`config.mk`:
```
export PLATFORM = sky130hd
export DESIGN_NAME = spi_nor_read_ctrl
export DESIGN_NICKNAME = d
export VERILOG_FILES = /design/src/rtl/spi_nor_read_ctrl.sv
export SDC_FILE = /design/constraint.sdc
export NUM_CORES = 1
export LEC_CHECK = 0
export CORE_MARGIN = 4
export CORE_UTILIZATION = 40
export CTS_BUF_LIST = sky130_fd_sc_hd__clkbuf_2
export CTS_CLUSTER_SIZE = 24
export DETAILED_ROUTE_END_ITERATION = 8
export RECOVER_POWER = 100
export SLEW_MARGIN = 25
export SYNTH_ARGS = -nofsm -noshare
export SYNTH_HDL_FRONTEND = slang
export SYNTH_SLANG_ARGS = --single-unit
```
`constraint.sdc`:
```
create_clock -name clk -period 4 [get_ports clk]
set_clock_uncertainty 0.05 [all_clocks]
set_input_delay 1 -clock clk [delete_from_list [all_inputs] [get_ports clk]]
set_output_delay 1 -clock clk [all_outputs]
set_load 0.05 [all_outputs]
```
`src/rtl/spi_nor_read_ctrl.sv`:
```
// SPI NOR fast-read controller: CMD/ADDR/DUMMY/DATA sequencing, SCK at clk/2.
// CSB is held low after a read so the next sequential read can stream on directly.
module spi_nor_read_ctrl #(
  parameter logic [7:0] CMD_READ     = 8'h0B,
  parameter int         DUMMY_CYCLES = 15,
  parameter int         IDLE_TIMEOUT = 64,
  parameter int         CSB_HIGH_MIN = 4
) (
  input  logic        clk,
  input  logic        rst,
  input  logic        req,
  input  logic [23:0] addr,
  input  logic [1:0]  size,
  output logic        busy,
  output logic        resp,
  output logic [31:0] rdata,
  output logic        nor_sck,
  output logic        nor_csb,
  output logic        nor_si,
  input  logic        nor_so
);

  typedef enum logic [2:0] {IDLE, CMD, ADDR, DUMMY, DATA, HOLD, DESEL} state_t;

  state_t      state, state_n;
  logic        sck_q, sck_n, csb_q, csb_n, busy_q, busy_n, resp_q, resp_n;
  logic [31:0] rdata_q, rdata_n, rx_q, rx_n, sh_q, sh_n;
  logic [23:0] addr_q, addr_n, next_q, next_n, load_addr;
  logic [2:0]  nbytes_q, nbytes_n;
  logic [15:0] cnt_q, cnt_n;
  logic [5:0]  nbits;
  logic        go_cmd;

  function automatic logic [2:0] decode_size(input logic [1:0] s);
    case (s)
      2'd0:    return 3'd1;
      2'd1:    return 3'd2;
      default: return 3'd4;
    endcase
  endfunction

  assign nbits = {nbytes_q, 3'b000};

  always_comb begin
    state_n   = state;
    sck_n     = sck_q;
    csb_n     = csb_q;
    busy_n    = busy_q;
    resp_n    = 1'b0;
    rdata_n   = rdata_q;
    rx_n      = rx_q;
    sh_n      = sh_q;
    addr_n    = addr_q;
    next_n    = next_q;
    nbytes_n  = nbytes_q;
    cnt_n     = cnt_q;
    go_cmd    = 1'b0;
    load_addr = addr_q;
    case (state)
      IDLE: begin
        if (req) begin
          addr_n    = addr;
          nbytes_n  = decode_size(size);
          busy_n    = 1'b1;
          go_cmd    = 1'b1;
          load_addr = addr;
        end
      end
      CMD, ADDR, DUMMY: begin
        sck_n = ~sck_q;
        // The shifter empties to zero, so nor_si is 0 through DUMMY without extra logic.
        if (sck_q) begin
          sh_n  = {sh_q[30:0], 1'b0};
          cnt_n = cnt_q + 16'd1;
          if (state == CMD && cnt_q == 16'd7) begin
            state_n = ADDR;
            cnt_n   = 16'd0;
          end else if (state == ADDR && cnt_q == 16'd23) begin
            state_n = DUMMY;
            cnt_n   = 16'd0;
          end else if (state == DUMMY && cnt_q == 16'(DUMMY_CYCLES - 1)) begin
            state_n = DATA;
            cnt_n   = 16'd0;
            rx_n    = 32'd0;
          end
        end
      end
      DATA: begin
        if (cnt_q == {10'd0, nbits}) begin
          resp_n  = 1'b1;
          busy_n  = 1'b0;
          rdata_n = rx_q;
          next_n  = addr_q + {21'd0, nbytes_q};
          state_n = HOLD;
          cnt_n   = 16'd0;
        end else begin
          sck_n = ~sck_q;
          // Bit b goes to byte b/8, MSB first within the byte.
          if (!sck_q) rx_n[{cnt_q[4:3], ~cnt_q[2:0]}] = nor_so;
          else        cnt_n = cnt_q + 16'd1;
        end
      end
      HOLD: begin
        if (req) begin
          addr_n   = addr;
          nbytes_n = decode_size(size);
          busy_n   = 1'b1;
          cnt_n    = 16'd0;
          if (addr == next_q) begin
            state_n = DATA;
            rx_n    = 32'd0;
          end else begin
            state_n = DESEL;
            csb_n   = 1'b1;
          end
        end else if (cnt_q == 16'(IDLE_TIMEOUT - 1)) begin
          state_n = DESEL;
          csb_n   = 1'b1;
          cnt_n   = 16'd0;
        end else begin
          cnt_n = cnt_q + 16'd1;
        end
      end
      DESEL: begin
        if (cnt_q == 16'(CSB_HIGH_MIN - 1)) begin
          if (busy_q) begin
            go_cmd = 1'b1;
          end else if (req) begin
            addr_n    = addr;
            nbytes_n  = decode_size(size);
            busy_n    = 1'b1;
            go_cmd    = 1'b1;
            load_addr = addr;
          end else begin
            state_n = IDLE;
            cnt_n   = 16'd0;
          end
        end else begin
          cnt_n = cnt_q + 16'd1;
          if (req && !busy_q) begin
            addr_n   = addr;
            nbytes_n = decode_size(size);
            busy_n   = 1'b1;
          end
        end
      end
      default: state_n = IDLE;
    endcase
    if (go_cmd) begin
      state_n = CMD;
      csb_n   = 1'b0;
      sck_n   = 1'b0;
      sh_n    = {CMD_READ, load_addr};
      cnt_n   = 16'd0;
    end
  end

  always_ff @(posedge clk) begin
    if (rst) begin
      state    <= IDLE;
      sck_q    <= 1'b0;
      csb_q    <= 1'b1;
      busy_q   <= 1'b0;
      resp_q   <= 1'b0;
      rdata_q  <= 32'd0;
      rx_q     <= 32'd0;
      sh_q     <= 32'd0;
      addr_q   <= 24'd0;
      next_q   <= 24'd0;
      nbytes_q <= 3'd1;
      cnt_q    <= 16'd0;
    end else begin
      state    <= state_n;
      sck_q    <= sck_n;
      csb_q    <= csb_n;
      busy_q   <= busy_n;
      resp_q   <= resp_n;
      rdata_q  <= rdata_n;
      rx_q     <= rx_n;
      sh_q     <= sh_n;
      addr_q   <= addr_n;
      next_q   <= next_n;
      nbytes_q <= nbytes_n;
      cnt_q    <= cnt_n;
    end
  end

  assign busy    = busy_q;
  assign resp    = resp_q;
  assign rdata   = rdata_q;
  assign nor_sck = sck_q;
  assign nor_csb = csb_q;
  assign nor_si  = sh_q[31];

endmodule

```
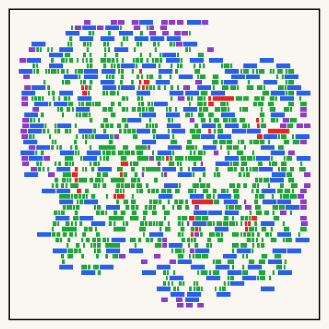
(placement by cell class)
Scale: 2 px per um.
| color | class | cells |
|---|---|---|
| red | clock drivers and dummy loads | 32 |
| green | combinational and other logic | 806 |
| purple | other buffers and delay cells | 82 |
| blue | flops | 170 |
floorplan row count: 53
fraction of area in registers: 35.78%

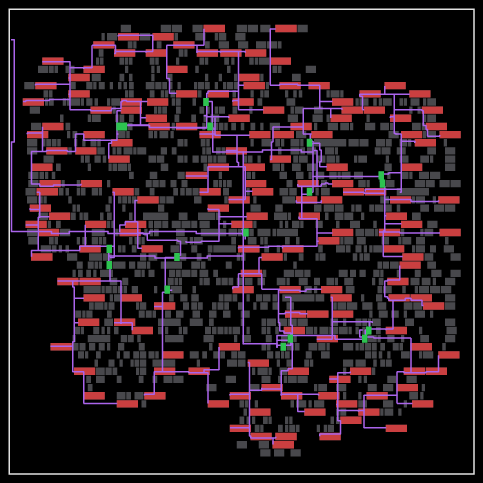
(clock wires, drivers and flops)
Scale: 3 px per um.
[purple] clock wires | length: 2,180 um
[red] flip-flops | count: 170
[green] clock drivers | count: 17
flops lie: all over the die
routed clock nets: 18
P_clk: 0.00103 W
Latency at later pin: 750 ps

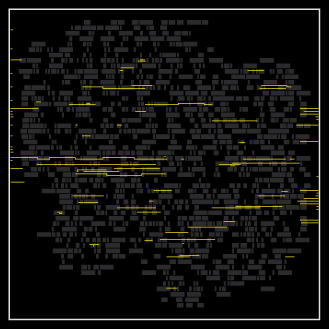
(met3 routing)
Scale: 2 px per um. Cells faint in the background.
wire length on this layer: 875 um
nets with wire on the layer: 74
longest straight run: 59.3 um

==> results.tsv <==
stage	metric	value	unit
worst_setup_path	worst-path-stages	6	
clock_network	clockRootBuffer	clkbuf_2	
worst_setup_path	worstPathRequired	4550	ps
synth	synthesis.nets	1089	
die	die-area	0.02385	sq mm
place	dp_cells	1333	
timing	fin_ws	610.4	ps
place	portBuffers	66	
synth	syn_inst	1051	
worst_setup_path	cp_cell_sequence	nor4b_4 > nand4_4 > nor2_1 > o21ai_2 > clkbuf_1 > a221oi_1	
grt	grt.overflow.total	0	
worst_setup_path	r2r_end	sh_q[2]$_SDFFE_PP0P_	
cells_and_area	fillerInstances	2192	
routing	met1_length	10770	um
status	violations	capacitance limit, slew limit	
timing	clock.fmax	0.2950	GHz
worst_hold_path	holdPathStages	2	
routing	ant_nets	0	
routing	post-route-drc-count	0	
worst_setup_path	arrival	3940	ps
timing	finalMaxSlewViolations	116	
cells_and_area	insertedDiodeCount	1	
cells_and_area	numSequentialCells	170	
synth	synth_top_cell_by_area	dfxtp_1	
synth	top_area_share	39.68	%
die	fp_util	40.67	%
power	p_leak	3.246	nW
worst_setup_path	crit_buf_inv	1	
job	openroad.warnings	29	
routing	vias	7457	
timing	grt_setup_unrepaired	false	
power	power.density	328.5	mW/mm^2
worst_setup_path	r2r-start	cnt_q[4]$_SDFFE_PP0P_	
cells_and_area	syn2layout_area_growth	10.90	%
grt	grt_pass1_vias	7069	
job	max-cap-violations	2	
place	hpwl	15210	um
routing	wl_met3	875	um
routing	drt_iter0_drc	507	
timing	setup_tns	0	ps
clock_network	cts_hold_buf	0	
timing	hold_ws	412.8	ps
status	status	complete, but fails checks	
die	ios	67	
routing	avgRoutedWirePerCell	16.66	um
worst_setup_path	slowest_delay	1080	ps
synth	edf_count	0	
power	clkPwrFrac	33.0	%
timing	hold_viol_final	0	
cells_and_area	most-common-layout-cells	189 x nand2_1, 170 x dfxtp_1, 83 x nor2_1, 77 x a21oi_1, 52 x inv_1	
No activity file was given, so power comes from the tool's default toggle rates.
